## config.mk

```make
export PLATFORM = sky130hd
export DESIGN_NAME = object_counter
export DESIGN_NICKNAME = d
export VERILOG_FILES = /design/src/rtl/object_counter.sv
export SDC_FILE = /design/constraint.sdc
export NUM_CORES = 1
export LEC_CHECK = 0
export ABC_AREA = 1
export CORE_AREA = 4 4 81 68
export CTS_BUF_LIST = sky130_fd_sc_hd__clkbuf_4
export CTS_CLUSTER_SIZE = 8
export DETAILED_ROUTE_END_ITERATION = 10
export DIE_AREA = 0 0 85 72
export PLACE_DENSITY = 0.95
export SLEW_MARGIN = 5
export SYNTH_ARGS = -nofsm -noshare
export SYNTH_HDL_FRONTEND = slang
export SYNTH_SLANG_ARGS = --single-unit
```

## constraint.sdc

```tcl
create_clock -name clk -period 3.27 [get_ports clk]
set_input_delay 0.327 -clock clk [delete_from_list [all_inputs] [get_ports clk]]
set_output_delay 0.327 -clock clk [all_outputs]
set_load 0.01 [all_outputs]
```

## src/rtl/object_counter.sv

```systemverilog
// Object passage counter: qualifies a level detect flag with confirm/release persistence
// timers and counts each passage once. Define OBJ_COUNTER_WRAP_EN to wrap instead of saturate.
module object_counter #(
  parameter int CONFIRM_CYCLES = 5_000_000,
  parameter int RELEASE_CYCLES = 5_000_000,
  parameter int COUNT_W        = 16,
  parameter int MAX_COUNT      = 9999
) (
  input  logic               clk,
  input  logic               rst,
  input  logic               object_detected_i,
  input  logic               enable_i,
  input  logic               clear_i,
  output logic [COUNT_W-1:0] count_o,
  output logic               count_pulse_o,
  output logic               object_present_o,
  output logic               full_o,
  output logic               overflow_o
);

  localparam int TMAX = (CONFIRM_CYCLES > RELEASE_CYCLES) ? CONFIRM_CYCLES : RELEASE_CYCLES;
  localparam int TW   = $clog2(TMAX + 1);
  localparam logic [TW-1:0]      CONF_LAST = TW'(CONFIRM_CYCLES - 1);
  localparam logic [TW-1:0]      REL_LAST  = TW'(RELEASE_CYCLES - 1);
  localparam logic [COUNT_W-1:0] MAX_C     = COUNT_W'(MAX_COUNT);

  typedef enum logic [1:0] {IDLE, CONFIRM, PRESENT, RELEASE} state_t;

  state_t              state_q, state_d;
  logic [TW-1:0]       timer_q, timer_d;
  logic [COUNT_W-1:0]  count_q, count_d;
  logic                pulse_q, pulse_d;
  logic                present_q, present_d;
  logic                full_q, full_d;
  logic                ovf_q, ovf_d;
  logic                accept;

  // Count value after an accepted object; at the top either holds or wraps.
  function automatic logic [COUNT_W-1:0] bump(input logic [COUNT_W-1:0] c);
    if (c < MAX_C) return c + COUNT_W'(1);
`ifdef OBJ_COUNTER_WRAP_EN
    return '0;
`else
    return c;
`endif
  endfunction

  always_ff @(posedge clk or posedge rst) begin
    if (rst) begin
      state_q   <= IDLE;
      timer_q   <= '0;
      count_q   <= '0;
      pulse_q   <= 1'b0;
      present_q <= 1'b0;
      full_q    <= 1'b0;
      ovf_q     <= 1'b0;
    end else begin
      state_q   <= state_d;
      timer_q   <= timer_d;
      count_q   <= count_d;
      pulse_q   <= pulse_d;
      present_q <= present_d;
      full_q    <= full_d;
      ovf_q     <= ovf_d;
    end
  end

  always_comb begin
    state_d = state_q;
    timer_d = timer_q;
    accept  = 1'b0;
    if (!enable_i) begin
      state_d = IDLE;
      timer_d = '0;
    end else begin
      unique case (state_q)
        IDLE: begin
          if (object_detected_i) begin
            if (CONFIRM_CYCLES == 1) begin
              state_d = PRESENT;
              timer_d = '0;
              accept  = 1'b1;
            end else begin
              state_d = CONFIRM;
              timer_d = TW'(1);
            end
          end
        end
        CONFIRM: begin
          if (!object_detected_i) begin
            state_d = IDLE;
            timer_d = '0;
          end else if (timer_q == CONF_LAST) begin
            state_d = PRESENT;
            timer_d = '0;
            accept  = 1'b1;
          end else begin
            timer_d = timer_q + TW'(1);
          end
        end
        PRESENT: begin
          if (!object_detected_i) begin
            if (RELEASE_CYCLES == 1) begin
              state_d = IDLE;
              timer_d = '0;
            end else begin
              state_d = RELEASE;
              timer_d = TW'(1);
            end
          end
        end
        RELEASE: begin
          // A short dropout returns to PRESENT without producing a second count.
          if (object_detected_i) begin
            state_d = PRESENT;
            timer_d = '0;
          end else if (timer_q == REL_LAST) begin
            state_d = IDLE;
            timer_d = '0;
          end else begin
            timer_d = timer_q + TW'(1);
          end
        end
        default: begin
          state_d = IDLE;
          timer_d = '0;
        end
      endcase
    end
  end

  always_comb begin
    count_d = count_q;
    ovf_d   = ovf_q;
    if (accept) begin
      count_d = bump(count_q);
      if (count_q >= MAX_C) ovf_d = 1'b1;
    end
    // Clear takes priority over a coincident accept; the strobe still fires.
    if (clear_i) begin
      count_d = '0;
      ovf_d   = 1'b0;
    end
    full_d    = (count_d == MAX_C);
    pulse_d   = accept;
    present_d = (state_d == PRESENT) || (state_d == RELEASE);
  end

  assign count_o          = count_q;
  assign count_pulse_o    = pulse_q;
  assign object_present_o = present_q;
  assign full_o           = full_q;
  assign overflow_o       = ovf_q;

endmodule

```

==> changes_impl.md, run 1 <==
### Metrics

- Vias in the first global route: 2487
- Status: finished clean
- Via count: 2719
- Least-Margin Pin Slew: 0.930 ns
- Clock group power: 279 uW
- Synth Seq Share: 38.9%
- Fin Hold WS: 0.488 ns
- Yosys warning tally: 0
- Post-place setup slack: 0.573 ns
- Global Route met1 Usage: 34.3%
- Yosys Instances: 393
- Top sig layer: met4
- Overflow after GRT: 0
- Largest net degree at the start of global routing: 46
- Combinational group share of total power: 5.4%
- Worst path max stage delay: 0.49 ns
- Crit share post-route: 78.5%
- CTS sink count: 45
- Slowest-stage cell, CP: dfrtp_1
- FP Util: 60.3%
- WP buf/inv: 1
- Final WS setup: 0.702 ns
- RSZ-0062 raised after global routing: false
- CP top delay family: simple AND/OR/NAND/NOR gates
- Width of the chip: 85 microns
## run 1: area by class of cell
type | instances | area (sq um) | share of cell area (%)
sequential | 45 | 1130 | 35.0
inverter | 52 | 195 | 6.07
tap | 62 | 77.6 | 2.41
multi-input combinational | 289 | 1520 | 47.2
clock buffer | 8 | 60.1 | 1.87
timing repair buffer | 24 | 240 | 7.46
## run 1: flip-flops by register name (all words and copies together), names as in the netlist
name,count
count_o,16
object_present_o,1
state_q,2
timer_q,23
overflow_o,1
count_pulse_o,1
full_o,1
## run 1: kinds of logic after synthesis
| kind of cell | after synthesis | share of synthesized area, % |
|---|---|---|
| AND/OR/NAND/NOR | 237 | 38.7 |
| flip-flops | 45 | 38.9 |
| buffers and inverters | 59 | 8.68 |
| XOR/XNOR | 16 | 4.84 |
| AND-OR/OR-AND | 34 | 8.08 |
| adder cells (fa/ha/maj) | 2 | 0.864 |
## run 1: metrics by stage
stage	power (mW)	utilization, %	area (sq um)	instances
2_1_floorplan	0.604	-	2900	393
3_3_place_gp	0.617	65.7	3160	472
3_5_place_dp	0.619	65.7	3160	472
4_1_cts	0.892	67.0	3220	480
5_1_grt	0.921	67.0	3220	480
6_report	0.887	67.0	3220	480
## run 1: synth_stat cells, drive strengths merged
cell type	instances	share of area, %
a31oi	1	0.22
xor2	14	4.2
a211oi	2	0.52
nor2	78	13
nor3	10	1.9
a22o	1	0.30
a221oi	1	0.30
o32ai	2	0.60
and3	1	0.22
ha	2	0.86
a21oi	15	3.6
nor4	5	1.1
clkbuf	3	0.43
nand3	36	7.0
o22ai	3	0.65
o21ai	7	1.2
nor3b	2	0.52
o221a	1	0.39
nand2	96	13
o21a	1	0.26
nand3b	2	0.52
dfrtp	45	39
nand4	7	1.9
inv	52	6.7
buf	4	1.5
xnor2	2	0.60
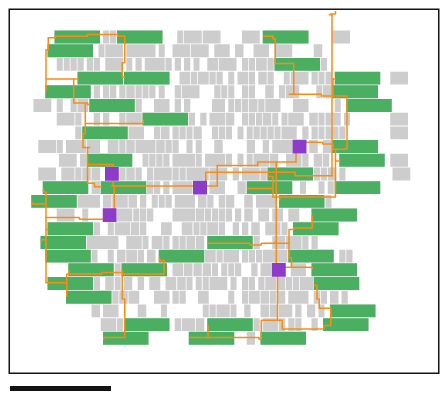
Figure 1: run 1, clock distribution.
The bar under the picture is 20 microns long.
[purple] clock-net drivers | count: 5
[green] flip-flops | count: 45
[orange] clock wires | length: 509 microns
routed clock nets: 6

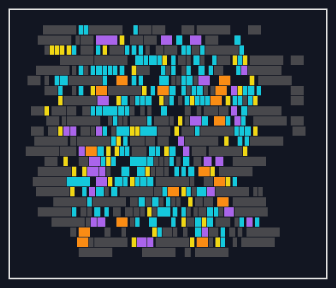
Figure 2: run 1, logic cells by family.
[purple] aoi and oai cells | cells: 31
[yellow] inv cells | cells: 52
[cyan] nand cells | cells: 141
[orange] xor and xnor cells | cells: 16

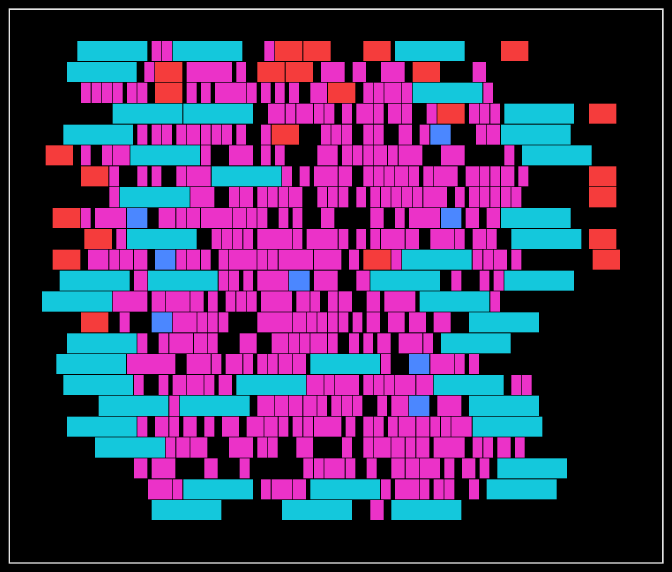
Figure 3: run 1, cell classes on the final placement.
[red] remaining buffers and delay cells | cells: 24 | share of their area: 7.6%
[cyan] registers | cells: 45 | share of their area: 36%
[magenta] remaining logic cells | cells: 341 | share of their area: 55%
[blue] clock drivers and dummy loads | cells: 8 | share of their area: 1.9%

--- run 2 (diff from run 1) ---
--- a/config.mk
+++ b/config.mk
@@ -6,12 +6,12 @@
 export NUM_CORES = 1
 export LEC_CHECK = 0
 export ABC_AREA = 1
-export CORE_AREA = 4 4 81 68
+export CORE_AREA = 4 4 87 73
 export CTS_BUF_LIST = sky130_fd_sc_hd__clkbuf_4
 export CTS_CLUSTER_SIZE = 8
 export DETAILED_ROUTE_END_ITERATION = 10
-export DIE_AREA = 0 0 85 72
-export PLACE_DENSITY = 0.95
+export DIE_AREA = 0 0 91 77
+export PLACE_DENSITY = 0.88
 export SLEW_MARGIN = 5
 export SYNTH_ARGS = -nofsm -noshare
 export SYNTH_HDL_FRONTEND = slang
==> constraint.sdc (replaced) <==
create_clock -name clk -period 2.2 [get_ports clk]
set_input_delay 0.22 -clock clk [delete_from_list [all_inputs] [get_ports clk]]
set_output_delay 0.22 -clock clk [all_outputs]
set_load 0.01 [all_outputs]
==> run 2 against run 1 <==
  * Sequential cell count did not move
  * Highest routed layer unchanged
  * Largest cell class unchanged
  * Power rose by 61%
  * Global-route usage fell by 1.5 points
  * Final cell count rose by 4.0%
  * Non-clock buffer count rose by 16
==> changes_impl.md, run 2 <==
### Metrics

- Via count: 2757 (+1.4%)
- Top sig layer: met4
- RR Startpoint: timer_q[0]$_DFFE_PP0P_
- Fin area: 0.00339 sq mm (+5.4%)
- Post-Synth Simple-Gate Area: 38.7% (unchanged)
- H-tree levels: 2
- Placed Cells: 491 (+4.0%)
- Status: finished clean
- Top cells by area: dfrtp_1, nand2_1, nor2_1
- Yosys warning tally: 0 (unchanged)
- Max reg flops: 23 (unchanged)
- Top reg by flops: timer_q
- Top cells by count: nand2_1, nor2_1, inv_1
- Least-Margin Pin Slew: 0.513 ns (-0.416 ns)
- Top-count cell post-synth: nand2_1
- FP Util: 53.6% (-6.7 points)
- Worst VDD drop: 0.340 mV
- Width of the chip: 91 microns (+7.1%)
- XOR-XNOR Cells, Area Fraction: 4.84% (unchanged)
- Crit share post-route: 97.3% (+19 points)
- Fin cells: 499 (+4.0%)
- CTS Root Cell: clkbuf_4
- Fin Hold WS: 0.0908 ns (-0.397 ns)
- Die Height: 77 microns
- Post-place setup slack: 0.0443 ns (-0.529 ns)
- RSZ-0062 raised after global routing: true
- Final core occ: 62.8% (-4.2 points)
- EDFF count, synth: 0 (unchanged)
- CP startpoint: timer_q[0]$_DFFE_PP0P_
- Post-Place Cell Area: 0.00329 sq mm (+4.3%)
- Largest net degree at the start of global routing: 21 (-54%)
- Distinct cells, synth: 41
- Async S/R FF share, synth: 100% (unchanged)
- Overflow after GRT: 0 (unchanged)
- Post-Synth Adder-Cell Area: 0.864% (unchanged)
- Vias in the first global route: 2548 (+2.5%)
- Total power: 1.43 mW (+61%)
- Post-synth top area cell: dfrtp_1
- Post-cts hold buffer count: 0
- Mux share: 0% (unchanged)
- Yosys Instances: 393 (unchanged)
- Pre-Repair DR Iteration Count: 5
- Hold Crit Class: in -> async
- Global Route met1 Usage: 33.2% (-1.1 points)
- Synth Seq Share: 38.9% (unchanged)
- Crit path arrival time: 2.44 ns
- Compound-Gate Fraction of Synth Area: 8.08% (unchanged)
- Logic family by area: simple AND/OR/NAND/NOR gates
-- run 2: cell counts after synthesis --
No cell type changed its count.
-- run 2: worst paths after layout --
path                       slack [ns]  cells after the start                     end
max                              0.06                     13        full_o$_DFF_PP0_
min                              0.09                      2    count_o[8]$_DFF_PP0_
max reg2reg                      0.06                     13        full_o$_DFF_PP0_
min reg2reg                      0.52                      1  overflow_o$_DFFE_PP0P_
max in group asynchronous        1.56                      3  timer_q[2]$_DFFE_PP0P_
min in group clk                 0.52                      2   count_o[13]$_DFF_PP0_
-- run 2: cell families after synthesis --
kind of cell	after synthesis
xor+xnor	16
compound gates	34
buf+inv	59
fa+ha+maj	2
simple gates	237
flops	45
-- run 2: what timing repair did --
action,4_1_cts,5_1_grt
setup endpoints to repair,0,17
gates resized,0,6
buffers inserted,0,0
-- run 2: power breakdown --
part           leakage (nW)  internal [mW]  switching [mW]
combinational         0.837         0.0221          0.0598
sequential            0.626          0.830         0.00316
clock                0.0433          0.249           0.267
-- run 2: cell type report --
| class | instances | area [sq um] |
|---|---|---|
| fill | 448 | 2010 |
| multi-input combinational | 289 | 1530 |
| sequential | 45 | 1130 |
| timing repair buffer | 40 | 373 |
| inverter | 52 | 201 |
| tap | 65 | 81.3 |
| clock buffer | 6 | 45.0 |
| clock inverter | 2 | 33.8 |
-- run 2: worst max-delay path: stages (launching register included) --
cell,delay (ns)
dfrtp_1,0.39
ha_2,0.24
nand2_1,0.11
nor2_4,0.14
nand3_2,0.09
nor2_2,0.13
nand4_2,0.13
nor2_4,0.22
nand2_1,0.09
nand3_1,0.11
nand2_1,0.08
nor2_1,0.21
nand2_1,0.09
nor2_1,0.09
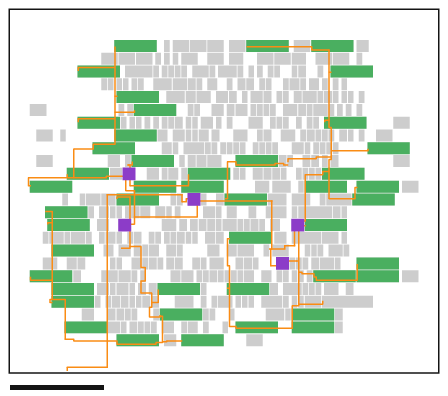
Figure 4: run 2, clock distribution.
The bar under the picture is 20 microns long.
[purple] clock-net drivers | count: 5
[orange] clock wires | length: 564 microns
[green] flip-flops | count: 45
flops lie: all over the die
routed clock nets: 6

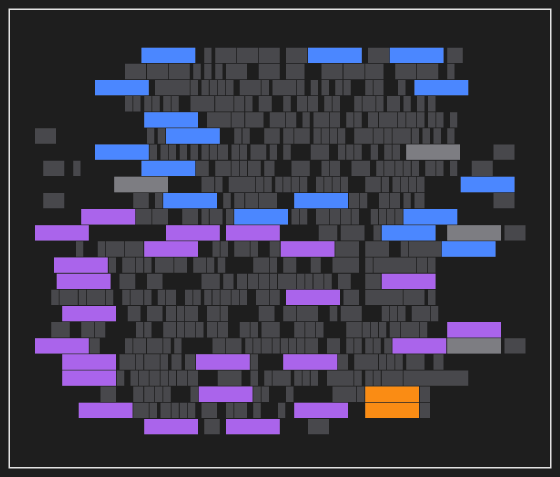
Figure 5: run 2, sequential cells grouped by signal name.
Other sequential cells in the stronger gray, the rest of the logic in the fainter gray.
[blue] `count_o` | sequential cells: 16
[orange] `state_q` | sequential cells: 2
[purple] `timer_q` | sequential cells: 23

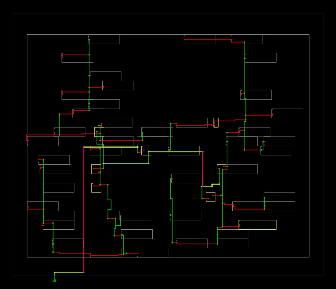
Figure 6: run 2, clock nets.
clock group power: 516 uW
TritonCTS buffer count: 5
Final Skew: 0.0130 ns

--- run 3 (diff from run 2) ---
--- a/config.mk
+++ b/config.mk
@@ -6,11 +6,11 @@
 export NUM_CORES = 1
 export LEC_CHECK = 0
 export ABC_AREA = 1
-export CORE_AREA = 4 4 87 73
+export CORE_AREA = 2 2 85 71
 export CTS_BUF_LIST = sky130_fd_sc_hd__clkbuf_4
-export CTS_CLUSTER_SIZE = 8
+export CTS_CLUSTER_SIZE = 25
 export DETAILED_ROUTE_END_ITERATION = 10
-export DIE_AREA = 0 0 91 77
+export DIE_AREA = 0 0 87 73
 export PLACE_DENSITY = 0.88
 export SLEW_MARGIN = 5
 export SYNTH_ARGS = -nofsm -noshare
==> run 3 against run 2 <==
  * Final cell count rose by 2.0%
  * Clock skew fell by 0.0026 ns
  * Cell area rose by 2.2%
==> changes_impl.md, run 3 <==
### Metrics

- Final core occ: 61.9% (-0.86 points)
- Distinct cells, synth: 41 (unchanged)
- Crit share post-route: 95.1% (-2.2 points)
- Total power: 1.34 mW (-6.3%)
- Final min period: 2.09 ns
- Worst VDD drop: 0.361 mV (+6.3%)
- Global Route met1 Usage: 34.4% (+1.2 points)
- Placed Cells: 494 (+0.61%)
- Reg power frac: 62.2% (+4.0 points)
- Status: finished clean
- Synth Seq Share: 38.9% (unchanged)
- R2R Setup Slk: 0.11 ns (+0.05 ns)
- WP buf/inv: 0 (unchanged)
- Largest net degree at the start of global routing: 20 (-4.8%)
- Top pwr grp: sequential cells
- Comb pwr: 85.5 uW (+4.4%)
- Max reg flops: 23 (unchanged)
- R2R cell count: 13 (unchanged)
- CP top delay family: simple AND/OR/NAND/NOR gates
- Flop+latch power: 834 uW (about the same)
- Fin Hold WS: 0.0933 ns (+0.00258 ns)
- Die Height: 73 microns (-5.2%)
- Top sig layer: met4
- Max clock buf depth: 2
- Net Sw Power: 359 uW (+8.7%)
- Combinational group share of total power: 6.4% (+0.7 points)
- Post-place setup slack: 0.00153 ns (-0.0428 ns)
- Async S/R FF share, synth: 100% (unchanged)
- Crit path arrival time: 2.40 ns (-0.04 ns)
- Fin area: 0.00347 sq mm (+2.2%)
- Switching Fraction: 26.7% (+3.7 points)
- Top cells by area: dfrtp_1, nand2_1, nor2_1
- Pre-Repair DR Iteration Count: 5 (unchanged)
- Hold Crit Class: in -> async
- H-tree levels: 2 (unchanged)
- EDFF count, synth: 0 (unchanged)
- RR Startpoint: timer_q[1]$_DFFE_PP0P_
- Top cells by count: nand2_1, nor2_1, inv_1
- Top-count cell post-synth: nand2_1
- CP Cell Sequence: ha_4 -> nand2_1 -> nor2_4 -> nand3_2 -> nor2_2 -> nand4_2 -> nor2_4 -> nand2_1 -> nand3_1 -> nand2_1 -> nor2_2 -> nand2_1 -> nor2_1
- Worst path max stage delay: 0.42 ns (+0.03 ns)
- Met2 GRT Util: 36.0%
- Top reg by flops: timer_q
[run 3: cell types whose count changed in the layout (fill, tap and decap cells not counted), sizes merged]
cell    previous run  this run
buf               16        24
bufinv             1         0
clkbuf             6         5
clkinv             1         3
[run 3: cell families after synthesis]
kind of cell | count (synthesis) | share of synthesized area [%]
compound gates | 34 | 8.08
xor+xnor | 16 | 4.84
fa+ha+maj | 2 | 0.864
buf+inv | 59 | 8.68
flops | 45 | 38.9
simple gates | 237 | 38.7
[run 3: worst max path at each step]
| stage | startpoint | end | slack [ns] | depth (start not counted) |
|---|---|---|---|---|
| after global placement | object_detected_i | timer_q[7]$_DFFE_PP0P_ | 0.06 | 10 |
| after floorplan | count_o[0]$_DFF_PP0_ | full_o$_DFF_PP0_ | 0.35 | 14 |
| final | timer_q[1]$_DFFE_PP0P_ | full_o$_DFF_PP0_ | 0.11 | 13 |
| after global routing | count_o[1]$_DFF_PP0_ | full_o$_DFF_PP0_ | -0.04 | 13 |
| after CTS | timer_q[0]$_DFFE_PP0P_ | full_o$_DFF_PP0_ | 0.01 | 13 |
| after detailed placement | object_detected_i | timer_q[7]$_DFFE_PP0P_ | 0.002 | 10 |
[run 3: area by class of cell]
type                            count  area, sq um
Sequential cell                    45         1130
Fill cell                         480         2130
Tap cell                           67         83.8
Timing Repair Buffer               48          433
Multi-Input combinational cell    289         1560
Clock inverter                      3         22.5
Inverter                           52          199
Clock buffer                        5         37.5
[run 3: worst reg2reg max path, delay by kind of cell, from the launching register on]
family	cells	cell delay, ns
adder cells (fa/ha/maj)	1	0.16
flip-flops	1	0.42
AND/OR/NAND/NOR	12	1.44
[run 3: what timing repair did]
action,4_1_cts,5_1_grt
setup endpoints to repair,0,2
resized,0,16
setup buffers,0,7
hold buffers,0,0
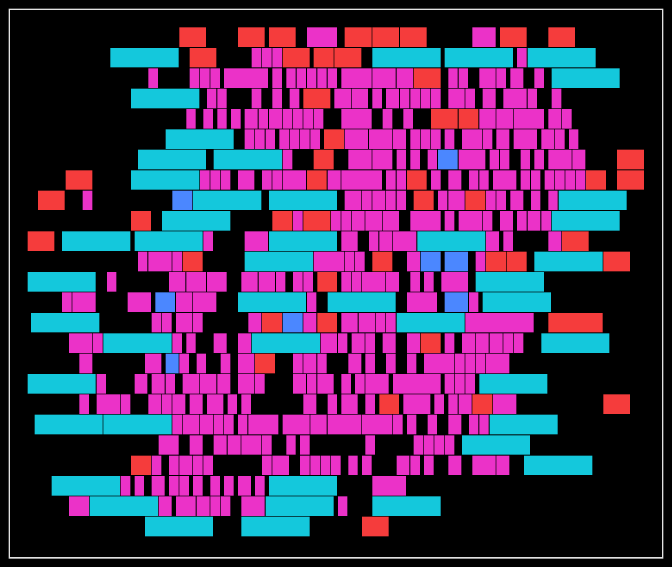
Figure 7: run 3, cell classes on the final placement.
[magenta] remaining logic cells | cells: 341 | share of their area: 52%
[red] remaining buffers and delay cells | cells: 48 | share of their area: 13%
[cyan] registers | cells: 45 | share of their area: 33%
[blue] clock drivers and dummy loads | cells: 8 | share of their area: 1.8%

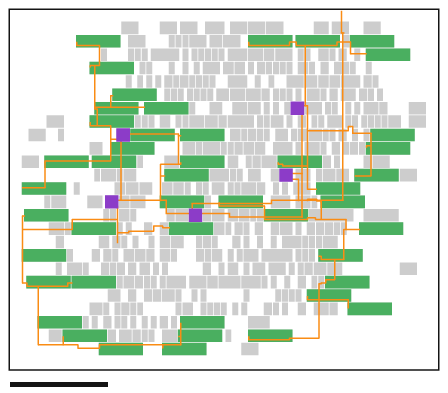
Figure 8: run 3, clock distribution.
The bar under the picture is 20 microns long.
clk latency late pin: 0.37 ns
power share of the clock group: 31.5%
clock group power: 422 uW

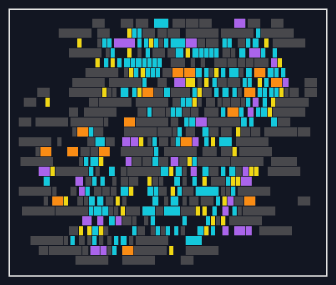
Figure 9: run 3, logic cells by family.
[purple] aoi and oai cells | cells: 31
[cyan] nand cells | cells: 141
[orange] xor and xnor cells | cells: 16
[yellow] inv cells | cells: 52

Power figures rest on the tool's default switching activity, not on a simulated workload.
